File: src/rtl/game_tick_scheduler_pkg.sv
// game_tick_pkg: shared run-state type, default sizing and counter-width helper
// for the snake-game tick scheduler.
package game_tick_pkg;

  typedef enum logic [1:0] {
    IDLE   = 2'd0,
    RUN    = 2'd1,
    PAUSED = 2'd2
  } run_state_e;

  // Bits needed to count 0..period-1 (never less than one bit).
  function automatic int cnt_w(input int period);
    return (period > 1) ? $clog2(period) : 1;
  endfunction

  localparam int CLK_HZ_DEF          = 100000000;
  localparam int BASE_HZ_DEF         = 1000;
  localparam int NUM_LEVELS_DEF      = 8;
  localparam int STEP_MS_SLOWEST_DEF = 400;
  localparam int STEP_MS_DEC_DEF     = 40;
  localparam int REFRESH_MS_DEF      = 25;
  localparam int BLINK_MS_DEF        = 250;
  localparam int AUTO_STEPS_DEF      = 32;

  localparam int LEVEL_W    = cnt_w(NUM_LEVELS_DEF);
  localparam int PRESCALE   = CLK_HZ_DEF / BASE_HZ_DEF;
  localparam int PRESCALE_W = cnt_w(PRESCALE);
  localparam int STEP_W     = cnt_w(STEP_MS_SLOWEST_DEF);
  localparam int REFRESH_W  = cnt_w(REFRESH_MS_DEF);
  localparam int BLINK_W    = cnt_w(BLINK_MS_DEF);

endpackage

File: src/rtl/game_tick_scheduler_if.sv
// Control/status bundle between the game logic (master) and the tick
// scheduler (slave).
interface game_tick_scheduler_if
  import game_tick_pkg::*;
#(
  parameter int LVL_W = game_tick_pkg::LEVEL_W
) ();

  logic             start;
  logic             stop;
  logic             pause_toggle;
  logic             speed_up;
  logic             step_ready;
  logic             step_valid;
  logic             refresh_tick;
  logic             blink_state;
  logic [LVL_W-1:0] level;
  run_state_e       run_state;
  logic             overrun;

  modport master (
    output start, stop, pause_toggle, speed_up, step_ready,
    input  step_valid, refresh_tick, blink_state, level, run_state, overrun
  );

  modport slave (
    input  start, stop, pause_toggle, speed_up, step_ready,
    output step_valid, refresh_tick, blink_state, level, run_state, overrun
  );

endinterface

File: src/rtl/game_tick_scheduler_tick_divider.sv
// tick_divider: counts enable pulses 0..PERIOD-1 and flags the terminal count
// combinationally in the same cycle as the enable that reaches it.
module tick_divider
  import game_tick_pkg::*;
#(
  parameter int PERIOD = 10
) (
  input  logic clk100Mhz,
  input  logic rst,
  input  logic en,
  output logic pulse
);

  localparam int CW = cnt_w(PERIOD);
  localparam logic [CW-1:0] TERM = CW'(PERIOD - 1);

  logic [CW-1:0] cnt_r;

  assign pulse = en && (cnt_r == TERM);

  // wrap-around counter advanced by en
  always_ff @(posedge clk100Mhz) begin
    if (rst) begin
      cnt_r <= '0;
    end else if (pulse) begin
      cnt_r <= '0;
    end else if (en) begin
      cnt_r <= cnt_r + CW'(1);
    end else begin
      cnt_r <= cnt_r;
    end
  end

endmodule

File: src/rtl/game_tick_scheduler.sv
// game_tick_scheduler: 1 ms prescaler, step/refresh/blink strobes and game run state.
// Optional automatic speed-up after AUTO_STEPS accepted steps: GAME_TICK_AUTO_SPEEDUP_EN.
module game_tick_scheduler
  import game_tick_pkg::*;
#(
  parameter int CLK_HZ          = CLK_HZ_DEF,
  parameter int BASE_HZ         = BASE_HZ_DEF,
  parameter int NUM_LEVELS      = NUM_LEVELS_DEF,
  parameter int STEP_MS_SLOWEST = STEP_MS_SLOWEST_DEF,
  parameter int STEP_MS_DEC     = STEP_MS_DEC_DEF,
  parameter int REFRESH_MS      = REFRESH_MS_DEF,
  parameter int BLINK_MS        = BLINK_MS_DEF,
  parameter int AUTO_STEPS      = AUTO_STEPS_DEF
) (
  input logic                  clk100Mhz,
  input logic                  rst,
  game_tick_scheduler_if.slave bus
);

  localparam int P_CLKS  = CLK_HZ / BASE_HZ;
  localparam int LVL_W   = cnt_w(NUM_LEVELS);
  localparam int STEP_CW = cnt_w(STEP_MS_SLOWEST);
  localparam logic [LVL_W-1:0] LEVEL_MAX = LVL_W'(NUM_LEVELS - 1);

  if ((STEP_MS_SLOWEST <= (NUM_LEVELS - 1) * STEP_MS_DEC) || (AUTO_STEPS < 1)) begin : g_bad_cfg
    $error("game_tick_scheduler: step period must stay positive at every level");
  end

  logic               ms_tick_s;
  logic               refresh_term_s;
  logic               blink_term_s;
  logic               refresh_tick_r;
  logic               blink_r;
  run_state_e         state_r;
  run_state_e         state_nxt_s;
  logic [LVL_W-1:0]   level_r;
  logic [LVL_W-1:0]   level_nxt_s;
  logic [STEP_CW-1:0] step_cnt_r;
  logic [STEP_CW-1:0] step_cnt_nxt_s;
  logic               pending_r;
  logic               pending_nxt_s;
  logic               overrun_r;
  logic               overrun_nxt_s;
  logic               step_valid_r;
  logic [31:0]        period_s;
  logic               fire_s;
  logic               accept_s;
  logic               auto_inc_s;
  logic               inc_s;

  tick_divider #(.PERIOD(P_CLKS)) u_prescale (
    .clk100Mhz (clk100Mhz),
    .rst       (rst),
    .en        (1'b1),
    .pulse     (ms_tick_s)
  );

  tick_divider #(.PERIOD(REFRESH_MS)) u_refresh (
    .clk100Mhz (clk100Mhz),
    .rst       (rst),
    .en        (ms_tick_s),
    .pulse     (refresh_term_s)
  );

  tick_divider #(.PERIOD(BLINK_MS)) u_blink (
    .clk100Mhz (clk100Mhz),
    .rst       (rst),
    .en        (ms_tick_s),
    .pulse     (blink_term_s)
  );

  // refresh strobe and blink square wave
  always_ff @(posedge clk100Mhz) begin
    if (rst) begin
      refresh_tick_r <= 1'b0;
      blink_r        <= 1'b0;
    end else begin
      refresh_tick_r <= refresh_term_s;
      blink_r        <= blink_term_s ? ~blink_r : blink_r;
    end
  end

`ifdef GAME_TICK_AUTO_SPEEDUP_EN
  localparam int AUTO_W = cnt_w(AUTO_STEPS);
  localparam logic [AUTO_W-1:0] AUTO_TERM = AUTO_W'(AUTO_STEPS - 1);

  logic [AUTO_W-1:0] auto_cnt_r;

  assign auto_inc_s = accept_s && (auto_cnt_r == AUTO_TERM) && !bus.start && !bus.stop;

  // accepted-step counter behind the automatic level increase
  always_ff @(posedge clk100Mhz) begin
    if (rst) begin
      auto_cnt_r <= '0;
    end else if (bus.start || bus.stop) begin
      auto_cnt_r <= '0;
    end else if (auto_inc_s) begin
      auto_cnt_r <= '0;
    end else if (accept_s) begin
      auto_cnt_r <= auto_cnt_r + AUTO_W'(1);
    end else begin
      auto_cnt_r <= auto_cnt_r;
    end
  end
`else
  assign auto_inc_s = 1'b0;
`endif

  assign inc_s = bus.speed_up || auto_inc_s;

  // next state, step channel and level; stop > start > pause_toggle
  always_comb begin
    period_s = 32'(STEP_MS_SLOWEST) - (32'(level_r) * 32'(STEP_MS_DEC));
    fire_s   = ms_tick_s && (state_r == RUN) && (32'(step_cnt_r) >= (period_s - 32'd1));
    accept_s = step_valid_r && bus.step_ready;

    state_nxt_s    = state_r;
    step_cnt_nxt_s = step_cnt_r;
    pending_nxt_s  = pending_r;
    overrun_nxt_s  = overrun_r;
    level_nxt_s    = level_r;

    if (bus.stop) begin
      state_nxt_s = IDLE;
    end else if (bus.start) begin
      state_nxt_s = RUN;
    end else if (bus.pause_toggle) begin
      case (state_r)
        RUN:     state_nxt_s = PAUSED;
        PAUSED:  state_nxt_s = RUN;
        IDLE:    state_nxt_s = IDLE;
        default: state_nxt_s = IDLE;
      endcase
    end else begin
      state_nxt_s = state_r;
    end

    if (bus.stop || bus.start) begin
      step_cnt_nxt_s = '0;
      pending_nxt_s  = 1'b0;
      overrun_nxt_s  = 1'b0;
    end else begin
      if (fire_s) begin
        step_cnt_nxt_s = '0;
      end else if (ms_tick_s && (state_r == RUN)) begin
        step_cnt_nxt_s = step_cnt_r + STEP_CW'(1);
      end else begin
        step_cnt_nxt_s = step_cnt_r;
      end
      // a fire racing an accept replaces the step rather than overrunning it
      if (fire_s) begin
        pending_nxt_s = 1'b1;
        overrun_nxt_s = overrun_r || (pending_r && !accept_s);
      end else if (accept_s) begin
        pending_nxt_s = 1'b0;
        overrun_nxt_s = overrun_r;
      end else begin
        pending_nxt_s = pending_r;
        overrun_nxt_s = overrun_r;
      end
    end

    if (bus.start && !bus.stop) begin
      level_nxt_s = '0;
    end else if (inc_s && (level_r != LEVEL_MAX)) begin
      level_nxt_s = level_r + LVL_W'(1);
    end else begin
      level_nxt_s = level_r;
    end
  end

  // state, step channel and level registers
  always_ff @(posedge clk100Mhz) begin
    if (rst) begin
      state_r      <= IDLE;
      step_cnt_r   <= '0;
      pending_r    <= 1'b0;
      overrun_r    <= 1'b0;
      level_r      <= '0;
      step_valid_r <= 1'b0;
    end else begin
      state_r      <= state_nxt_s;
      step_cnt_r   <= step_cnt_nxt_s;
      pending_r    <= pending_nxt_s;
      overrun_r    <= overrun_nxt_s;
      level_r      <= level_nxt_s;
      step_valid_r <= pending_nxt_s && (state_nxt_s == RUN);
    end
  end

  assign bus.step_valid   = step_valid_r;
  assign bus.refresh_tick = refresh_tick_r;
  assign bus.blink_state  = blink_r;
  assign bus.level        = level_r;
  assign bus.run_state    = state_r;
  assign bus.overrun      = overrun_r;

endmodule
File: src/flat_wrapper.sv
// flat-port wrapper written by rule: the top's interface ports become plain ports
module game_tick_scheduler_flat import game_tick_pkg::*;
#(
  parameter int CLK_HZ          = CLK_HZ_DEF,
  parameter int BASE_HZ         = BASE_HZ_DEF,
  parameter int NUM_LEVELS      = NUM_LEVELS_DEF,
  parameter int STEP_MS_SLOWEST = STEP_MS_SLOWEST_DEF,
  parameter int STEP_MS_DEC     = STEP_MS_DEC_DEF,
  parameter int REFRESH_MS      = REFRESH_MS_DEF,
  parameter int BLINK_MS        = BLINK_MS_DEF,
  parameter int AUTO_STEPS      = AUTO_STEPS_DEF
)
  (clk100Mhz, rst, bus_start, bus_stop, bus_pause_toggle, bus_speed_up, bus_step_ready, bus_step_valid, bus_refresh_tick, bus_blink_state, bus_level, bus_run_state, bus_overrun);
  game_tick_scheduler_if bus_i ();
  input logic clk100Mhz;
  input logic rst;
  input wire logic [$bits(bus_i.start)-1:0] bus_start;
  input wire logic [$bits(bus_i.stop)-1:0] bus_stop;
  input wire logic [$bits(bus_i.pause_toggle)-1:0] bus_pause_toggle;
  input wire logic [$bits(bus_i.speed_up)-1:0] bus_speed_up;
  input wire logic [$bits(bus_i.step_ready)-1:0] bus_step_ready;
  output wire logic [$bits(bus_i.step_valid)-1:0] bus_step_valid;
  output wire logic [$bits(bus_i.refresh_tick)-1:0] bus_refresh_tick;
  output wire logic [$bits(bus_i.blink_state)-1:0] bus_blink_state;
  output wire logic [$bits(bus_i.level)-1:0] bus_level;
  output wire logic [$bits(bus_i.run_state)-1:0] bus_run_state;
  output wire logic [$bits(bus_i.overrun)-1:0] bus_overrun;
  assign bus_i.start = bus_start;
  assign bus_i.stop = bus_stop;
  assign bus_i.pause_toggle = bus_pause_toggle;
  assign bus_i.speed_up = bus_speed_up;
  assign bus_i.step_ready = bus_step_ready;
  assign bus_step_valid = bus_i.step_valid;
  assign bus_refresh_tick = bus_i.refresh_tick;
  assign bus_blink_state = bus_i.blink_state;
  assign bus_level = bus_i.level;
  assign bus_run_state = bus_i.run_state;
  assign bus_overrun = bus_i.overrun;
  game_tick_scheduler #(.CLK_HZ(CLK_HZ), .BASE_HZ(BASE_HZ), .NUM_LEVELS(NUM_LEVELS), .STEP_MS_SLOWEST(STEP_MS_SLOWEST), .STEP_MS_DEC(STEP_MS_DEC), .REFRESH_MS(REFRESH_MS), .BLINK_MS(BLINK_MS), .AUTO_STEPS(AUTO_STEPS)) u_core (.clk100Mhz(clk100Mhz), .rst(rst), .bus(bus_i));
endmodule
File: config.mk
export PLATFORM = sky130hd
export DESIGN_NAME = game_tick_scheduler_flat
export DESIGN_NICKNAME = d
export VERILOG_FILES = /design/src/rtl/game_tick_scheduler_pkg.sv /design/src/rtl/game_tick_scheduler_if.sv /design/src/rtl/game_tick_scheduler_tick_divider.sv /design/src/rtl/game_tick_scheduler.sv /design/src/flat_wrapper.sv
export SDC_FILE = /design/constraint.sdc
export NUM_CORES = 1
export LEC_CHECK = 0
export CAP_MARGIN = 20
export CORE_ASPECT_RATIO = 1.2
export CORE_MARGIN = 2
export CORE_UTILIZATION = 45
export CTS_CLUSTER_SIZE = 12
export DETAILED_ROUTE_END_ITERATION = 6
export PLACE_DENSITY = 0.75
export SLEW_MARGIN = 20
export SYNTH_ARGS = -nofsm -noshare
export SYNTH_HDL_FRONTEND = slang
export SYNTH_SLANG_ARGS = --single-unit
File: constraint.sdc
create_clock -name clk100Mhz -period 4.97 [get_ports clk100Mhz]
set_input_delay 0.497 -clock clk100Mhz [delete_from_list [all_inputs] [get_ports clk100Mhz]]
set_output_delay 0.497 -clock clk100Mhz [all_outputs]
set_load 0.05 [all_outputs]
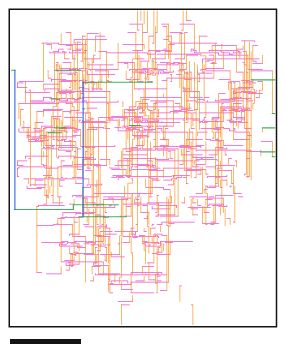
Fig. 1. Wiring by layer.
Bar = 20 um.
legend:
  M4:
    color: blue
    wire_length: 77.5 um
  M1:
    color: magenta
    wire_length: 2200 um
  M2:
    color: orange
    wire_length: 2630 um
  M3:
    color: green
    wire_length: 99.8 um
via count: 2190
final WL: 5010 um

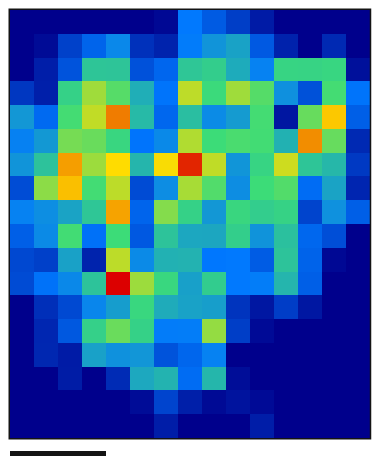
Fig. 2. Wire density map.
Bar = 20 um. 15 x 18 tiles, from dark blue (low) to red (high), scaled to the fullest tile. Values are wire area over tile area, all layers added.
nearly empty tiles: 24%
emptiest ninth of the die: south-east
tiles over half the peak: 16%
mean over tiles: 0.11

==> results.sh <==
# source this file to load flow results
export IMPL_root_buffer="clkbuf_8"
export IMPL_cts_made_buffers=5
export IMPL_cts_tree="yes"
export IMPL_drt_iter0_markers=47
export IMPL_dieArea_um2=6730
export IMPL_hold_end="u_core.u_prescale.cnt_r[0]$_SDFF_PP0_"
export IMPL_grt_usage_pct=15.9
export IMPL_htree_levels=2
export IMPL_die_height_um=89.5
export IMPL_antenna_found_initial=0
export IMPL_hold_depth=1
export IMPL_p_clk_share_pct=41.4
export IMPL_power_density_nw_per_um2=256
export IMPL_hold_path_class="register to register"
export IMPL_ys_cells=312
export IMPL_top_cell="dfxtp_1"
export IMPL_hpwl_um=3720
export IMPL_cp_startpoint="u_core.bus.level[0]$_SDFFE_PP0P_"
export IMPL_period_minus_slack_ns=4.11
export IMPL_comb_power_mw=0.0663
export IMPL_final_layout_top_logic_cell="dfxtp_1"
export IMPL_syn_area_um2=2740
export IMPL_synthCells=312
export IMPL_core_area_um2=5970
export IMPL_avgRoutedWirePerCell_um=12.0
export IMPL_synth_seq_cells=49
export IMPL_r2r_slack_ns=0.86
export IMPL_clk_latency_ns=0.31
export IMPL_numPortBuffers=15
export IMPL_synth_area_yosys_um2=2740
export IMPL_sequentialPowerShare_pct=50.3
export IMPL_cts_buffer_depth=2
export IMPL_finalSetupViolations=0
export IMPL_drv_slew=0
export IMPL_hold_viol_final=0
export IMPL_drive_above_1_share_pct=6.57
export IMPL_rr_endpoint="u_core.step_cnt_r[3]$_SDFFE_PP0P_"
export IMPL_p_int_mw=0.623
export IMPL_power_total_mw=0.800
export IMPL_postCtsSetupRepairBufs=0
export IMPL_num_rows=31
export IMPL_firstDrtPassIters=4
export IMPL_slew_headroom_pct=45.6
export IMPL_crit_path_end_kind="register"
export IMPL_die_x_um=75.2
export IMPL_fmax_mhz=243
export IMPL_fp_utilization_pct=45.9
export IMPL_power_leakage_nw=1.14
export IMPL_outcome="finished, final reports clean"
export IMPL_cap_violations=0
critical path, stage by stage, from the launching register on:
cell	delay, ns
dfxtp_1	0.63
ha_1	0.38
or4b_2	0.65
a21oi_1	0.21
o21ba_2	0.22
nand2_1	0.07
xor2_1	0.16
ha_1	0.30
o2111ai_1	0.10
a21oi_1	0.14
o311ai_0	0.28
a211oi_2	0.67
nor3_1	0.14
flip-flops by register name (all words and copies together) (netlist names):
signal,flops
u_core.step_cnt_r,9
u_core.bus.blink_state,1
u_core.bus.level,3
u_core.bus.run_state,2
u_core.bus.refresh_tick,1
u_core.bus.step_valid,1
u_core.u_prescale.cnt_r,17
u_core.pending_r,1
u_core.u_refresh.cnt_r,5
u_core.bus.overrun,1
u_core.u_blink.cnt_r,8
per-layer routing:
metal | track usage, % | up-vias | part of all wire [%]
li1 | - | 1141 | -
met1 | 17.2 | 1024 | 44
met2 | 29.8 | 20 | 53
met3 | 2.93 | 5 | 2.0
met4 | 6.54 | 0 | 1.5
met5 | 0 | - | 0
area by class of cell:
class	count	area [um2]
clock buffers	5	68.8
clock inverters	3	65.1
fillers	585	2850
well taps	82	103
repair buffers	15	150
flip-flops and latches	49	981
inverters	11	41.3
multi-input cells	252	1710
logic make-up after synthesis:
| kind of cell | synth area share, % |
|---|---|
| and+or+nand+nor | 28.6 |
| muxes | 0.731 |
| AOI/OAI and AO/OA | 8.45 |
| other | 0.137 |
| adders and majority gates | 12.4 |
| buffers and inverters | 3.01 |
| DFF | 35.8 |
| xor gates and xnor gates | 10.9 |
per-stage QoR:
stage,instance area (um2),cells,setup WS (ns)
after floorplan,2760,318,1.07
after global placement,2980,409,1.11
after detailed placement,2980,409,0.909
after CTS,3110,417,0.863
after global routing,3120,417,0.576
final,3120,417,0.863
